**src/rtl/core_pkg.sv**
```systemverilog
// Shared RV32I core types: datapath width, load/store funct3 encodings and the
// EX/MEM pipeline bundle.
package core_pkg;

  localparam int unsigned XLEN = 32;

  localparam logic [2:0] F3_B  = 3'b000;
  localparam logic [2:0] F3_H  = 3'b001;
  localparam logic [2:0] F3_W  = 3'b010;
  localparam logic [2:0] F3_BU = 3'b100;
  localparam logic [2:0] F3_HU = 3'b101;

  typedef struct packed {
    logic            valid;
    logic [4:0]      rd;
    logic            reg_write;
    logic            mem_read;
    logic            mem_write;
    logic [2:0]      funct3;
    logic [XLEN-1:0] alu_result;
    logic [XLEN-1:0] store_data;
  } exmem_t;

endpackage

```
**src/rtl/lsu_align.sv**
```systemverilog
// Byte-lane steering for the data-memory stage: store lane replication and
// byte enables, and load lane extraction with sign/zero extension.
module lsu_align
  import core_pkg::*;
(
  input  logic [2:0]      funct3,
  input  logic [1:0]      off,
  input  logic [XLEN-1:0] store_data,
  input  logic [XLEN-1:0] rdata,
  output logic [XLEN-1:0] wdata,
  output logic [3:0]      be,
  output logic [XLEN-1:0] load_value
);

  logic [XLEN-1:0] rdata_shifted;
  logic [7:0]      byte_sel;
  logic [15:0]     half_sel;

  // Load path: misaligned halves simply use off[1].
  always_comb begin
    rdata_shifted = rdata >> {off, 3'b000};
    byte_sel      = rdata_shifted[7:0];
    half_sel      = off[1] ? rdata[31:16] : rdata[15:0];
    case (funct3)
      F3_B:    load_value = {{24{byte_sel[7]}}, byte_sel};
      F3_BU:   load_value = {24'h0, byte_sel};
      F3_H:    load_value = {{16{half_sel[15]}}, half_sel};
      F3_HU:   load_value = {16'h0, half_sel};
      default: load_value = rdata;
    endcase
  end

  always_comb begin
    wdata = store_data;
    be    = 4'b0000;
    case (funct3)
      F3_B: begin
        wdata = {4{store_data[7:0]}};
        be    = 4'b0001 << off;
      end
      F3_H: begin
        wdata = {2{store_data[15:0]}};
        be    = 4'b0011 << {off[1], 1'b0};
      end
      F3_W:    be = 4'b1111;
      default: be = 4'b0000;
    endcase
  end

endmodule

```
**src/rtl/ex_mem_wb_pipe.sv**
```systemverilog
// EX/MEM and MEM/WB pipeline registers with the data-memory access stage;
// stalls upstream while the data memory inserts wait states.
module ex_mem_wb_pipe
  import core_pkg::*;
(
  input  logic            clk,
  input  logic            rst,
  input  logic            ex_valid,
  input  logic [4:0]      ex_rd,
  input  logic            ex_reg_write,
  input  logic            ex_mem_read,
  input  logic            ex_mem_write,
  input  logic [2:0]      ex_funct3,
  input  logic [XLEN-1:0] ex_alu_result,
  input  logic [XLEN-1:0] ex_store_data,
  output logic            stall_out,
  output logic            dmem_req,
  output logic            dmem_we,
  output logic [XLEN-1:0] dmem_addr,
  output logic [XLEN-1:0] dmem_wdata,
  output logic [3:0]      dmem_be,
  input  logic            dmem_ready,
  input  logic [XLEN-1:0] dmem_rdata,
  output logic [4:0]      exmem_rd,
  output logic            exmem_reg_write,
  output logic            exmem_is_load,
  output logic [XLEN-1:0] exmem_fwd_data,
  output logic [4:0]      memwb_rd,
  output logic            memwb_reg_write,
  output logic [XLEN-1:0] memwb_wdata
);

  exmem_t          exmem_q, exmem_d;
  logic            memwb_valid_q, memwb_valid_d;
  logic [4:0]      memwb_rd_q, memwb_rd_d;
  logic            memwb_reg_write_q, memwb_reg_write_d;
  logic [XLEN-1:0] memwb_wdata_q, memwb_wdata_d;

  logic            mem_access;
  logic            mem_stall;
  logic [XLEN-1:0] lsu_wdata;
  logic [3:0]      lsu_be;
  logic [XLEN-1:0] load_value;

  lsu_align u_lsu_align (
    .funct3     (exmem_q.funct3),
    .off        (exmem_q.alu_result[1:0]),
    .store_data (exmem_q.store_data),
    .rdata      (dmem_rdata),
    .wdata      (lsu_wdata),
    .be         (lsu_be),
    .load_value (load_value)
  );

  always_comb begin
    mem_access = exmem_q.valid & (exmem_q.mem_read | exmem_q.mem_write);
    mem_stall  = mem_access & ~dmem_ready;
  end

  // A stalled MEM stage holds EX/MEM and feeds a bubble into MEM/WB.
  always_comb begin
    exmem_d           = exmem_q;
    memwb_valid_d     = 1'b0;
    memwb_rd_d        = memwb_rd_q;
    memwb_reg_write_d = memwb_reg_write_q;
    memwb_wdata_d     = memwb_wdata_q;
    if (!mem_stall) begin
      exmem_d.valid      = ex_valid;
      exmem_d.rd         = ex_rd;
      exmem_d.reg_write  = ex_reg_write;
      exmem_d.mem_read   = ex_mem_read;
      exmem_d.mem_write  = ex_mem_write;
      exmem_d.funct3     = ex_funct3;
      exmem_d.alu_result = ex_alu_result;
      exmem_d.store_data = ex_store_data;
      memwb_valid_d      = exmem_q.valid;
      memwb_rd_d         = exmem_q.rd;
      memwb_reg_write_d  = exmem_q.reg_write;
      memwb_wdata_d      = exmem_q.mem_read ? load_value : exmem_q.alu_result;
    end
  end

  always_ff @(posedge clk or posedge rst) begin
    if (rst) begin
      exmem_q           <= '0;
      memwb_valid_q     <= 1'b0;
      memwb_rd_q        <= 5'd0;
      memwb_reg_write_q <= 1'b0;
      memwb_wdata_q     <= '0;
    end else begin
      exmem_q           <= exmem_d;
      memwb_valid_q     <= memwb_valid_d;
      memwb_rd_q        <= memwb_rd_d;
      memwb_reg_write_q <= memwb_reg_write_d;
      memwb_wdata_q     <= memwb_wdata_d;
    end
  end

  // Memory-side signals derive only from EX/MEM, so they stay stable while stalled.
  always_comb begin
    stall_out       = mem_stall;
    dmem_req        = mem_access;
    dmem_we         = exmem_q.valid & exmem_q.mem_write;
    dmem_addr       = {exmem_q.alu_result[XLEN-1:2], 2'b00};
    dmem_wdata      = mem_access ? lsu_wdata : '0;
    dmem_be         = dmem_we ? lsu_be : 4'b0000;
    exmem_rd        = exmem_q.rd;
    exmem_reg_write = exmem_q.valid & exmem_q.reg_write;
    exmem_is_load   = exmem_q.valid & exmem_q.mem_read;
    exmem_fwd_data  = exmem_q.alu_result;
    memwb_rd        = memwb_rd_q;
    memwb_reg_write = memwb_valid_q & memwb_reg_write_q;
    memwb_wdata     = memwb_wdata_q;
  end

endmodule

```
**config.mk**
```make
export PLATFORM = sky130hd
export DESIGN_NAME = ex_mem_wb_pipe
export DESIGN_NICKNAME = d
export VERILOG_FILES = /design/src/rtl/core_pkg.sv /design/src/rtl/lsu_align.sv /design/src/rtl/ex_mem_wb_pipe.sv
export SDC_FILE = /design/constraint.sdc
export NUM_CORES = 1
export LEC_CHECK = 0
export CAP_MARGIN = 20
export CORE_AREA = 2 2 119 121
export CTS_BUF_LIST = sky130_fd_sc_hd__clkbuf_16
export DETAILED_ROUTE_END_ITERATION = 8
export DIE_AREA = 0 0 121 123
export PLACE_DENSITY = 0.88
export SLEW_MARGIN = 20
export SYNTH_ARGS = -nofsm -noshare
export SYNTH_HDL_FRONTEND = slang
export SYNTH_SLANG_ARGS = --single-unit
```
**constraint.sdc**
```tcl
create_clock -name clk -period 6.96 [get_ports clk]
set_input_delay 1.392 -clock clk [delete_from_list [all_inputs] [get_ports clk]]
set_output_delay 1.392 -clock clk [all_outputs]
set_load 0.01 [all_outputs]
```
**Run 1: cells coloured by class**

Scale bar: 20 µm.
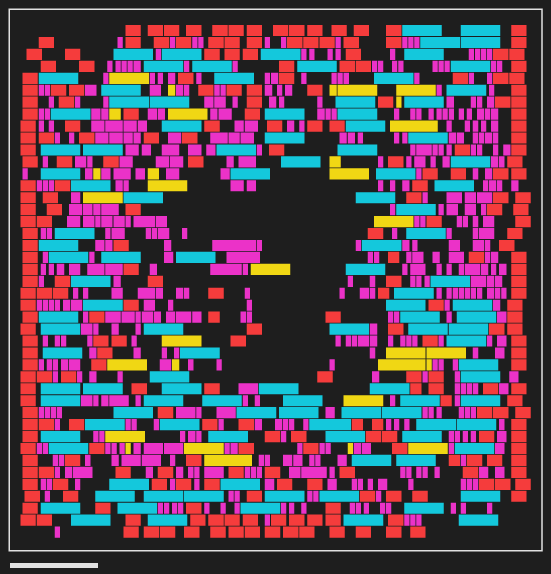
Key: magenta = combinational and other logic [cells 527, share of their area 30%]; cyan = flops [cells 115, share of their area 33%]; red = other buffers and delay cells [cells 264, share of their area 30%]; yellow = clock drivers and dummy loads [cells 31, share of their area 6.6%]
core utilization of the finished layout: 65.81%
core area: 13610 µm²

**Run 1: clock routing**

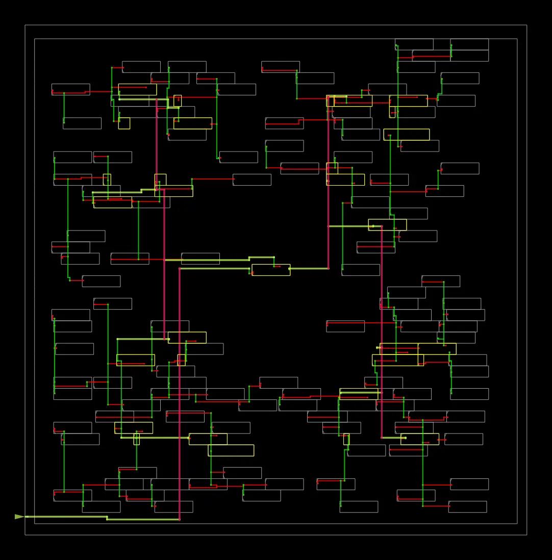
registers: 115
worst clock skew: 0.006808 ns
worst-skew pair later-pin latency: 0.42 ns
clk sinks: 115

==> changes_impl.md, run 1 <==
## Implementation

- Outcome: finished, final reports clean
- Met1 usage: 33.58%
- Internal cell power: 1689 µW
- Placed cells: 1086
- Tcrit/Tclk final: 69.63%
- Leakage power total: 0.003949 µW
- Slew HR: 35.84%
- Number of global-route vias before repair: 5773
- RR Endpoint: memwb_wdata[14]$_DFFE_PP0N_
- Synth cell types: 41
- Met3 GRT Util: 7.380%
- Reg-to-reg critical path startpoint: exmem_q[68]$_DFFE_PP0N_
- Adder Area Share: 0%
- Measured slew at the worst slew-check pin: 0.9593 ns
- First-pass detailed-route iteration total: 5
- Top_reg_cell synth: dfrtp_1
- Detailed Place HPWL: 14140 µm
- R2R Setup Slk: 4.03 ns
- Sequential area share after synthesis: 46.00%
- CTS clk-pin slew, worst paths: 0.05 ns
- Non-clock buffer share: 29.27%
- CTS Buf Count: 17
- Cell Area, Synth: 6256 µm²
- Yosys cell count: 757
- Hold Buf Count CTS: 0
- Crit path max fanout: 51
- Mapped Cells: 757
- Synth top cell by count: nand2_1
- Met2 usage: 44.56%
- Chip Area: 14880 µm²
- Hold slack: 0.4647 ns
- Routed WL per cell: 17.92 µm
- FFs w/ async S/R, synth: 100.0%
- Busiest layer in global routing: met2
- Sequential share of power: 35.4%
- Antenna Nets Post-Route: 0
- Ports: 259
- Seq/total area: 32.14%
- Htree depth: 4
- Max-capacitance violation count: 0
- Setup WS pre-CTS: 2.097 ns
- Count of non-CTS buffers in the layout: 264
- Final nets: 1036
- Critical path class: primary input to output pin
- Mux area share: 3.260%
- Yosys chip area: 6256 µm²
- Comb power frac: 29.4%
- Slowest-stage cell, CP: clkdlybuf4s50_1
- DP Area: 8386 µm²
- Fp util: 45.96%
- FILL cells: 1112
- Buffers added on ports: 256
- GRT Util Overall: 27.52%
- WL final: 20020 µm
**Run 1: power grid**

Pins as bars on the die edge. Tap cells in grey.
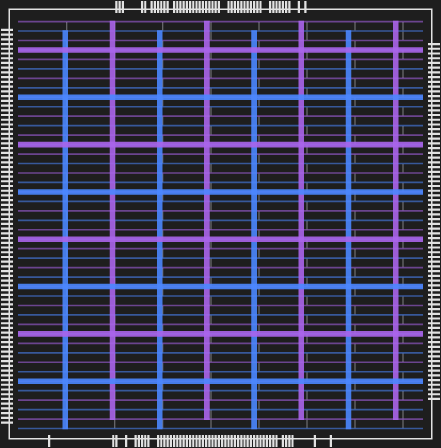
Key: blue = VSS; purple = VDD
44 met1 rails follow the rows. The core has 43 rows. 8 straps on met4. 8 straps on met5.
VDD IR-drop max: 0.1709 mV
Die X: 121 µm

**Run 1: clock network drawn from the DEF**

Scale bar: 20 µm.
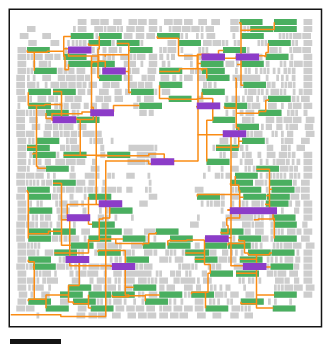
Key: orange = clock wires [length 1520 µm]; green = flip-flops [count 115]; purple = clock drivers [count 17]
Position of the flops: widely spread. There are 18 routed clock nets.
clk pwr: 849 µW
clock share of power: 35.1%

-- run 1: registers in the layout, summed over array words and instances, names as in the netlist --
name               cells
exmem_q               39
exmem_fwd_data        32
memwb_wdata           32
exmem_rd               5
memwb_rd               5
memwb_reg_write_q      1
memwb_valid_q          1
-- run 1: per-layer routing --
layer	up-vias	wire (µm)
li1	2758	-
met2	330	9517
met1	2725	7916
met3	48	1727
met5	-	0
met4	0	860
-- run 1: worst max-delay path by stage --
| stage | start | endpoint | slack (ns) | cells after the start |
|---|---|---|---|---|
| 3_5_place_dp | dmem_ready | stall_out | 2.10 | 5 |
| 2_1_floorplan | rst | exmem_fwd_data[0]$_DFFE_PP0N_ | 2.52 | 1 |
| 6_report | dmem_ready | stall_out | 2.11 | 5 |
| 3_3_place_gp | dmem_ready | stall_out | 2.08 | 5 |
| 4_1_cts | dmem_ready | stall_out | 2.09 | 5 |
| 5_1_grt | dmem_ready | stall_out | 2.01 | 5 |
-- run 1: cells in the final DEF, fill, tap and decap left out, types with 8 or more instances in the layout --
master | synthesis | final
and2_1 | 13 | 13
clkbuf_16 | 0 | 17
a22oi_1 | 8 | 8
o221ai_1 | 8 | 8
a211oi_1 | 16 | 16
mux2_2 | 8 | 8
nor2b_1 | 11 | 11
nor3_1 | 18 | 18
nor2_1 | 35 | 35
buf_4 | 70 | 8
o21ai_0 | 19 | 19
a211oi_2 | 10 | 10
nand2_1 | 298 | 298
clkdlybuf4s50_1 | 0 | 256
mux2i_1 | 10 | 10
dfrtp_1 | 115 | 114
a21oi_1 | 27 | 27
-- run 1: power groups by stage --
stage	logic (µW)	clock network [µW]	registers (µW)
2_1_floorplan	375	0	860
3_3_place_gp	701	0	860
3_5_place_dp	712	0	865
4_1_cts	716	862	856
5_1_grt	768	898	869
6_report	711	849	857
==> run 2, diff against run 1 <==
CORE_AREA = 2 2 130 132   (was 2 2 119 121)
DIE_AREA = 0 0 132 134   (was 0 0 121 123)
PLACE_DENSITY = 0.79   (was 0.88)
clock period = 4.07 ns   (was 6.96 ns; I/O delays follow)
**Run 2: power grid**

Pins as bars on the die edge. Tap cells in grey.
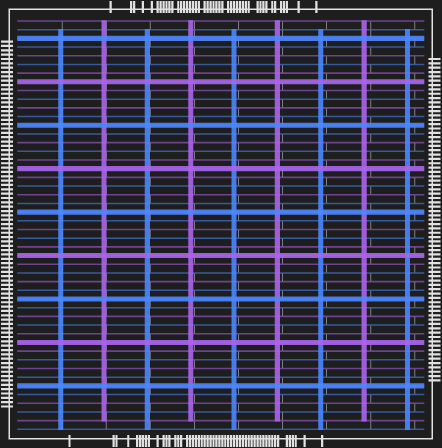
Key: purple = VDD; blue = VSS
The core has 47 rows. 9 straps on met4. 220 tap cells. 48 met1 rails follow the rows. 259 signal pins sit on the boundary.
Die X: 132 µm
VDD IR-drop max: 0.2660 mV
core area: 16290 µm²
DIE HEIGHT: 134 µm

==> changes_impl.md, run 2 <==
## Implementation

- Outcome: finished, final reports clean
- Comb pwr: 1220 µW
- Detailed Place HPWL: 14430 µm
- Yosys chip area: 6256 µm²
- Leakage power total: 0.003965 µW
- DP Area: 8491 µm²
- Clk sinks: 115
- Chip Area: 17690 µm²
- Setup TNS: 0 ns
- Routed wl met3: 1616 µm
- Synth top cell by count: nand2_1
- GRT Util Overall: 23.35%
- Slew HR: 41.61%
- First-pass detailed-route iteration total: 5
- CTS clk-pin slew, worst paths: 0.05 ns
- Internal cell power: 2845 µW
- Seq group: 1460 µW
- Root cell of the clock tree: clkbuf_16
- Antenna Nets Post-Route: 0
- Busiest layer in global routing: met2
- Met2 usage: 37.30%
- Synth cell types: 41
- Tcrit/Tclk final: 84.83%
- Most frequent logic cell in the layout: nand2_1
- Registers, synthesis: 115
- Vias: 5820
- Cell Area, Synth: 6256 µm²
- Placed cells: 1130
- Yosys cell count: 757
- Biggest register: exmem_q
- Sequential share of power: 35.4%
- Number of global-route vias before repair: 5658
- Clock share of power: 35.0%
- Slowest-stage cell, CP: dfrtp_1
- WL final: 20480 µm
- Comb power frac: 29.6%
- Max reg flops: 39
- Mapped Cells: 757
- Hold crit path type: flip-flop to flip-flop
- Buffers added on ports: 256
- FILL cells: 1478
- Max Used Layer: met4
- Metal2 WL: 9835 µm
- Hold slack: 0.4666 ns
- Htree depth: 4
- Endpoints failing hold: 0
- Ports: 259
- Hold Buf Count CTS: 0
- WL met1: 8502 µm
- Final nets: 1040
- Met3 GRT Util: 6.841%
- Fp util: 38.41%
- Sequential area share after synthesis: 46.00%
- Most frequent cells in the layout: 298 x nand2_1, 256 x clkdlybuf4s50_1, 114 x dfrtp_1, 35 x nor2_1, 27 x a21oi_1
- Met1 usage: 29.68%
- Top pwr grp: sequential cells
- Crit path max fanout: 23
- Core utilization of the finished layout: 55.61%
- Routed WL per cell: 17.63 µm
- Max-capacitance violation count: 0
- Worst-skew pair later-pin latency: 0.42 ns
- FFs w/ async S/R, synth: 100.0%
- Top_reg_cell synth: dfrtp_1
**Run 2: clock routing**

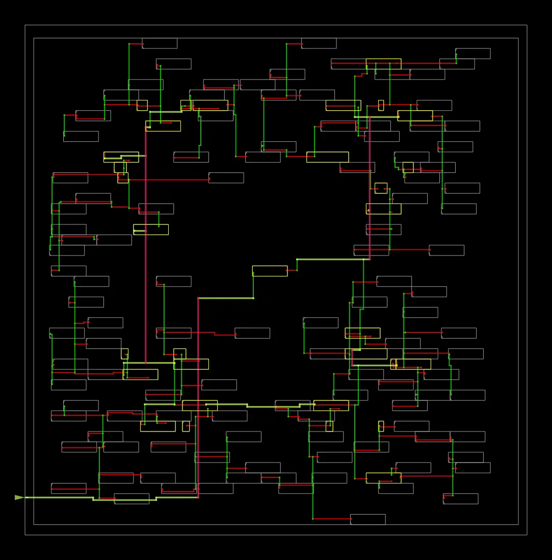
worst clock skew: 0.01954 ns
# clk buffers: 17
clk pwr: 1440 µW
CTS Buf Count: 17

==> run 2: cell counts after synthesis <==
Identical to the previous run, type by type.
==> run 2: metrics by stage <==
stage | setup WS (ns) | power, µW
floorplan | 0.2119 | 2110
global placement | 0.8768 | 2689
detailed placement | 0.8167 | 2710
CTS | 0.5751 | 4177
global route | 0.4814 | 4337
finish | 0.6176 | 4129
==> run 2: cells by family (layout without fill, tap and decap cells) <==
kind of cell | Yosys count | in the layout | share of synthesized area, %
AOI/OAI and AO/OA | 111 | 111 | 13.02
muxes | 19 | 19 | 3.260
other | 1 | 2 | 0.05994
DFF | 115 | 115 | 46.00
and+or+nand+nor | 390 | 390 | 25.60
buffers and inverters | 121 | 305 | 12.06
==> run 2: path summary, 6_finish.rpt <==
kind | end | depth (start not counted) | start | slack, ns
max | dmem_wdata[14] | 4 | exmem_q[64]$_DFFE_PP0N_ | 0.62
min in group asynchronous | memwb_rd[3]$_DFFE_PP0N_ | 2 | rst | 0.82
min reg2reg | exmem_q[17]$_DFFE_PP0N_ | 2 | exmem_q[17]$_DFFE_PP0N_ | 0.47
max in group asynchronous | exmem_q[18]$_DFFE_PP0N_ | 3 | rst | 2.44
max reg2reg | memwb_wdata[11]$_DFFE_PP0N_ | 5 | exmem_q[64]$_DFFE_PP0N_ | 1.45
min | exmem_q[17]$_DFFE_PP0N_ | 2 | exmem_q[17]$_DFFE_PP0N_ | 0.47
==> run 2: layout make-up <==
type,count,area (µm²),share of cell area [%]
inverter,5,23.77,0.2624
multi-input combinational,522,2635,29.09
sequential,115,2879,31.78
timing repair buffer,268,2678,29.56
clock inverter,15,142.6,1.575
clock buffer,17,425.4,4.696
tap,220,275.3,3.039
==> run 2: worst min-delay path: stages (launching register included) <==
cell,delay (ns)
dfrtp_1,0.34
nand2_1,0.05
nand2_1,0.05
No activity file was given, so power comes from the tool's default toggle rates.
